File: src/rtl/pcie_datalink_pkg.sv
// Shared types and constants for the PCIe data-link-layer blocks.
package pcie_datalink_pkg;

    typedef enum logic [0:0] {
        ST_IDLE = 1'b0,
        ST_XFER = 1'b1
    } dllp_arb_state_e;

    localparam int DllpArbStarveLimitDefault = 64;
    localparam int DllpArbAckNakIdx          = 0;

    // Next round-robin pointer after serving index g; requester 0 is never in the ring.
    function automatic int dllp_rr_next(input int g, input int num_req);
        return (g >= num_req - 1) ? 1 : g + 1;
    endfunction

endpackage

File: src/rtl/pcie_rr_arbiter.sv
// Combinational round-robin pick: the first requester at or after ptr wins, wrapping at N.
module pcie_rr_arbiter #(
    parameter int N     = 3,
    parameter int PTR_W = 2
) (
    input  logic [N-1:0]     req,
    input  logic [PTR_W-1:0] ptr,
    output logic [N-1:0]     grant,
    output logic             valid
);

    int idx;

    always_comb begin
        grant = '0;
        valid = 1'b0;
        idx   = 0;
        for (int i = 0; i < N; i++) begin
            idx = (int'(ptr) + i) % N;
            if (!valid && req[idx]) begin
                grant[idx] = 1'b1;
                valid      = 1'b1;
            end
        end
    end

endmodule

File: src/rtl/pcie_dllp_tx_arbiter.sv
// Packet-level DLLP transmit arbiter: strict priority for Ack/Nak, round-robin for the rest.
// Optional starvation watchdog enabled by defining PCIE_DLLP_ARB_STARVE_EN.
module pcie_dllp_tx_arbiter
    import pcie_datalink_pkg::*;
#(
    parameter int DATA_WIDTH   = 32,
    parameter int KEEP_WIDTH   = DATA_WIDTH / 8,
    parameter int USER_WIDTH   = 3,
    parameter int NUM_REQ      = 4,
    parameter int STARVE_LIMIT = DllpArbStarveLimitDefault,
    localparam int PTR_W       = $clog2(NUM_REQ)
) (
    input  logic                           clk_i,
    input  logic                           rst_i,
    input  logic [NUM_REQ*DATA_WIDTH-1:0]  s_axis_tdata,
    input  logic [NUM_REQ*KEEP_WIDTH-1:0]  s_axis_tkeep,
    input  logic [NUM_REQ-1:0]             s_axis_tvalid,
    input  logic [NUM_REQ-1:0]             s_axis_tlast,
    input  logic [NUM_REQ*USER_WIDTH-1:0]  s_axis_tuser,
    output logic [NUM_REQ-1:0]             s_axis_tready,
    output logic [DATA_WIDTH-1:0]          m_axis_tdata,
    output logic [KEEP_WIDTH-1:0]          m_axis_tkeep,
    output logic                           m_axis_tvalid,
    output logic                           m_axis_tlast,
    output logic [USER_WIDTH-1:0]          m_axis_tuser,
    input  logic                           m_axis_tready,
    output logic [NUM_REQ-1:0]             grant_o,
    output logic                           busy_o,
    output dllp_arb_state_e                dbg_state_o,
    output logic [PTR_W-1:0]               dbg_rr_ptr_o
);

    // Handshake: a beat moves when m_axis_tvalid && m_axis_tready; the granted source sees
    // tready equal to m_axis_tready, every other source sees 0, and the grant holds until tlast.

    if (NUM_REQ < 2 || NUM_REQ > 8 || STARVE_LIMIT < 1 || STARVE_LIMIT > 255) begin : g_bad_param
        $error("pcie_dllp_tx_arbiter: NUM_REQ or STARVE_LIMIT out of range");
    end

    dllp_arb_state_e      state;
    logic [NUM_REQ-1:0]   grant_r;
    logic [PTR_W-1:0]     rr_ptr;
    logic [NUM_REQ-1:0]   pick;
    logic                 pick_found;
    logic [NUM_REQ-2:0]   rr_grant;
    logic                 rr_valid;
    int                   grant_idx;
    logic                 last_beat;

    pcie_rr_arbiter #(
        .N     (NUM_REQ - 1),
        .PTR_W (PTR_W)
    ) u_rr (
        .req   (s_axis_tvalid[NUM_REQ-1:1]),
        .ptr   (rr_ptr - PTR_W'(1)),
        .grant (rr_grant),
        .valid (rr_valid)
    );

`ifdef PCIE_DLLP_ARB_STARVE_EN
    logic [7:0]         starve_cnt [1:NUM_REQ-1];
    logic [NUM_REQ-1:0] starving;

    // A source that reached the limit but has since dropped tvalid must not be picked,
    // otherwise the grant would sit on an idle source.
    always_comb begin
        starving = '0;
        for (int i = 1; i < NUM_REQ; i++) begin
            starving[i] = s_axis_tvalid[i] && (starve_cnt[i] >= 8'(STARVE_LIMIT));
        end
    end

    always_ff @(posedge clk_i or posedge rst_i) begin
        if (rst_i) begin
            for (int i = 1; i < NUM_REQ; i++) starve_cnt[i] <= '0;
        end else begin
            for (int i = 1; i < NUM_REQ; i++) begin
                if (state == ST_IDLE && pick[i]) begin
                    starve_cnt[i] <= '0;
                end else if (s_axis_tvalid[i] && !grant_r[i] && starve_cnt[i] != 8'hFF) begin
                    starve_cnt[i] <= starve_cnt[i] + 8'd1;
                end
            end
        end
    end
`endif

    always_comb begin
        pick       = '0;
        pick_found = 1'b0;
`ifdef PCIE_DLLP_ARB_STARVE_EN
        for (int i = 1; i < NUM_REQ; i++) begin
            if (!pick_found && starving[i]) begin
                pick[i]    = 1'b1;
                pick_found = 1'b1;
            end
        end
`endif
        if (!pick_found && s_axis_tvalid[DllpArbAckNakIdx]) begin
            pick[DllpArbAckNakIdx] = 1'b1;
            pick_found             = 1'b1;
        end
        if (!pick_found && rr_valid) begin
            pick = {rr_grant, 1'b0};
        end
    end

    // grant_r is zero outside ST_XFER, so the mux naturally drives zeros when idle.
    always_comb begin
        m_axis_tdata  = '0;
        m_axis_tkeep  = '0;
        m_axis_tuser  = '0;
        m_axis_tvalid = 1'b0;
        m_axis_tlast  = 1'b0;
        grant_idx     = 0;
        for (int i = 0; i < NUM_REQ; i++) begin
            if (grant_r[i]) begin
                m_axis_tdata  = s_axis_tdata[i*DATA_WIDTH +: DATA_WIDTH];
                m_axis_tkeep  = s_axis_tkeep[i*KEEP_WIDTH +: KEEP_WIDTH];
                m_axis_tuser  = s_axis_tuser[i*USER_WIDTH +: USER_WIDTH];
                m_axis_tvalid = s_axis_tvalid[i];
                m_axis_tlast  = s_axis_tlast[i];
                grant_idx     = i;
            end
        end
    end

    assign s_axis_tready = grant_r & {NUM_REQ{m_axis_tready}};
    assign last_beat     = m_axis_tvalid && m_axis_tready && m_axis_tlast;

    always_ff @(posedge clk_i or posedge rst_i) begin
        if (rst_i) begin
            state   <= ST_IDLE;
            grant_r <= '0;
            rr_ptr  <= PTR_W'(1);
        end else begin
            case (state)
                ST_IDLE: begin
                    if (|s_axis_tvalid) begin
                        grant_r <= pick;
                        state   <= ST_XFER;
                    end
                end
                ST_XFER: begin
                    if (last_beat) begin
                        grant_r <= '0;
                        state   <= ST_IDLE;
                        if (grant_idx != DllpArbAckNakIdx) begin
                            rr_ptr <= PTR_W'(dllp_rr_next(grant_idx, NUM_REQ));
                        end
                    end
                end
                default: begin
                    grant_r <= '0;
                    state   <= ST_IDLE;
                end
            endcase
        end
    end

    assign grant_o      = grant_r;
    assign busy_o       = (state == ST_XFER);
    assign dbg_state_o  = state;
    assign dbg_rr_ptr_o = rr_ptr;

endmodule
File: config.mk
export PLATFORM = sky130hd
export DESIGN_NAME = pcie_dllp_tx_arbiter
export DESIGN_NICKNAME = d
export VERILOG_FILES = /design/src/rtl/pcie_datalink_pkg.sv /design/src/rtl/pcie_rr_arbiter.sv /design/src/rtl/pcie_dllp_tx_arbiter.sv
export SDC_FILE = /design/constraint.sdc
export NUM_CORES = 1
export LEC_CHECK = 0
export CAP_MARGIN = 40
export CORE_AREA = 2 2 85 87
export CTS_BUF_LIST = sky130_fd_sc_hd__clkbuf_4
export CTS_CLUSTER_DIAMETER = 80
export DETAILED_ROUTE_END_ITERATION = 7
export DIE_AREA = 0 0 87 89
export PLACE_DENSITY_LB_ADDON = 0.15
export SLEW_MARGIN = 20
export SYNTH_ARGS = -nofsm -noshare
export SYNTH_HDL_FRONTEND = slang
export SYNTH_SLANG_ARGS = --single-unit
File: constraint.sdc
create_clock -name clk_i -period 3.1 [get_ports clk_i]
set_input_delay 0.93 -clock clk_i [delete_from_list [all_inputs] [get_ports clk_i]]
set_output_delay 0.93 -clock clk_i [all_outputs]
set_load 0.005 [all_outputs]
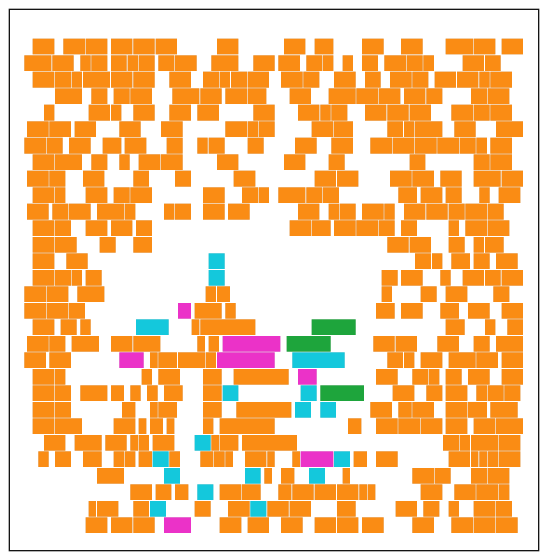
Figure 1: cells by drive strength.
legend:
  green:
    size: drive 6 and up
    cells: 3
    share: 0.69%
  cyan:
    size: drive 3 to 4
    cells: 17
    share: 3.9%
  orange:
    size: drive 1 or less
    cells: 408
    share: 94%
  magenta:
    size: drive 2
    cells: 7
    share: 1.6%

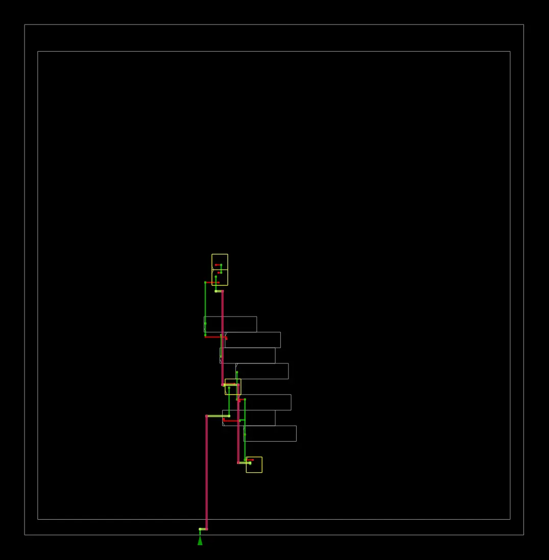
Figure 2: the clock network.
CLK BUF: 4
clock skew: 0.00337 ns

==> qor.csv <==
stage,metric,value,unit
min_path,hold_start,dbg_rr_ptr_o[0],
power,power_frac_comb,89.0,%
clocking,postCtsHoldBufs,0,
final_timing,max_freq,326,MHz
logic_synthesis,synth_cells,223,
final_timing,rsz0062_at_grt,false,
logic_synthesis,ff_type,dfrtp_1,
floorplan,io_pins,220,
final_timing,tns,0,ns
finish,area_growth,154,%
floorplan,die_h,89,um
floorplan,rows,30,
finish,diodes,0,
min_path,holdPathStages,2,
outcome,status,"complete, no violations",
critical_path,startpoint_type,primary input,
final_timing,finalCritPeriodShare,98.9,%
power,switching_power,1.10,mW
global_route,grt_start_max_net_pins,88,
critical_path,startpoint,s_axis_tdata[71],
critical_path,cp.required,2.17,ns
final_timing,layout_setup_ws,0.0335,ns
detailed_routing,drc,0,
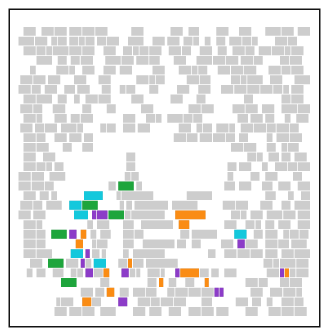
Figure 3: gate-type map.
legend:
  orange:
    family: NOR gates
    cells: 12
  green:
    family: adder and majority cells
    cells: 6
  purple:
    family: NAND gates
    cells: 13
  cyan:
    family: multiplexers
    cells: 6
non-filler cells, final: 515
Top cell excl fill/tap: clkdlybuf4s50_1
Comb/total area: 32.3%

-- flip-flops by register name (all words and copies together), names as in the netlist --
register and count:
grant_o 4, dbg_rr_ptr_o 2, busy_o 1
-- logic make-up after synthesis --
| logic type | count (synthesis) | synth area share [%] |
|---|---|---|
| and+or+nand+nor | 33 | 12.7 |
| AOI/OAI and AO/OA | 138 | 58.4 |
| buffers and inverters | 32 | 8.12 |
| DFF | 7 | 11.2 |
| xor gates and xnor gates | 1 | 0.557 |
| muxes | 6 | 4.22 |
| adders and majority gates | 6 | 4.78 |
-- power by group through the flow --
stage	clock, mW	sequential, mW	combinational, mW
5_1_grt	0.0998	0.197	2.50
4_1_cts	0.0953	0.186	2.36
6_report	0.0922	0.189	2.29
3_5_place_dp	0	0.187	2.44
2_1_floorplan	0	0.173	1.02
3_3_place_gp	0	0.185	2.41
-- how the worst max path moves through the flow --
stage / end / slack (ns) / cells past startpoint
after global placement: m_axis_tvalid / -0.16 / 4
after CTS: m_axis_tdata[16] / 0.0003 / 4
after floorplan: m_axis_tdata[18] / 0.52 / 6
final: m_axis_tdata[7] / 0.03 / 4
after global routing: m_axis_tdata[23] / 0.0007 / 4
after detailed placement: m_axis_tvalid / -0.21 / 4
-- final cells by class --
class | instances | area [sq um]
inverter | 7 | 26.3
timing repair buffer | 233 | 2370
multi-input combinational | 184 | 1290
sequential | 7 | 178
fill | 629 | 2730
tap | 80 | 100
clock buffer | 4 | 30.0
-- timing repair --
action	4_1_cts	5_1_grt
pin swaps	1	2
gates resized	22	33
endpoints found under the setup margin	21	25
-- critical path, cell delays in order --
cell and delay, ns:
clkdlybuf4s50_1 0.46, a22oi_1 0.08, o21ai_0 0.16, clkdlybuf4s50_1 0.52
Power and IR drop assume default switching activity.
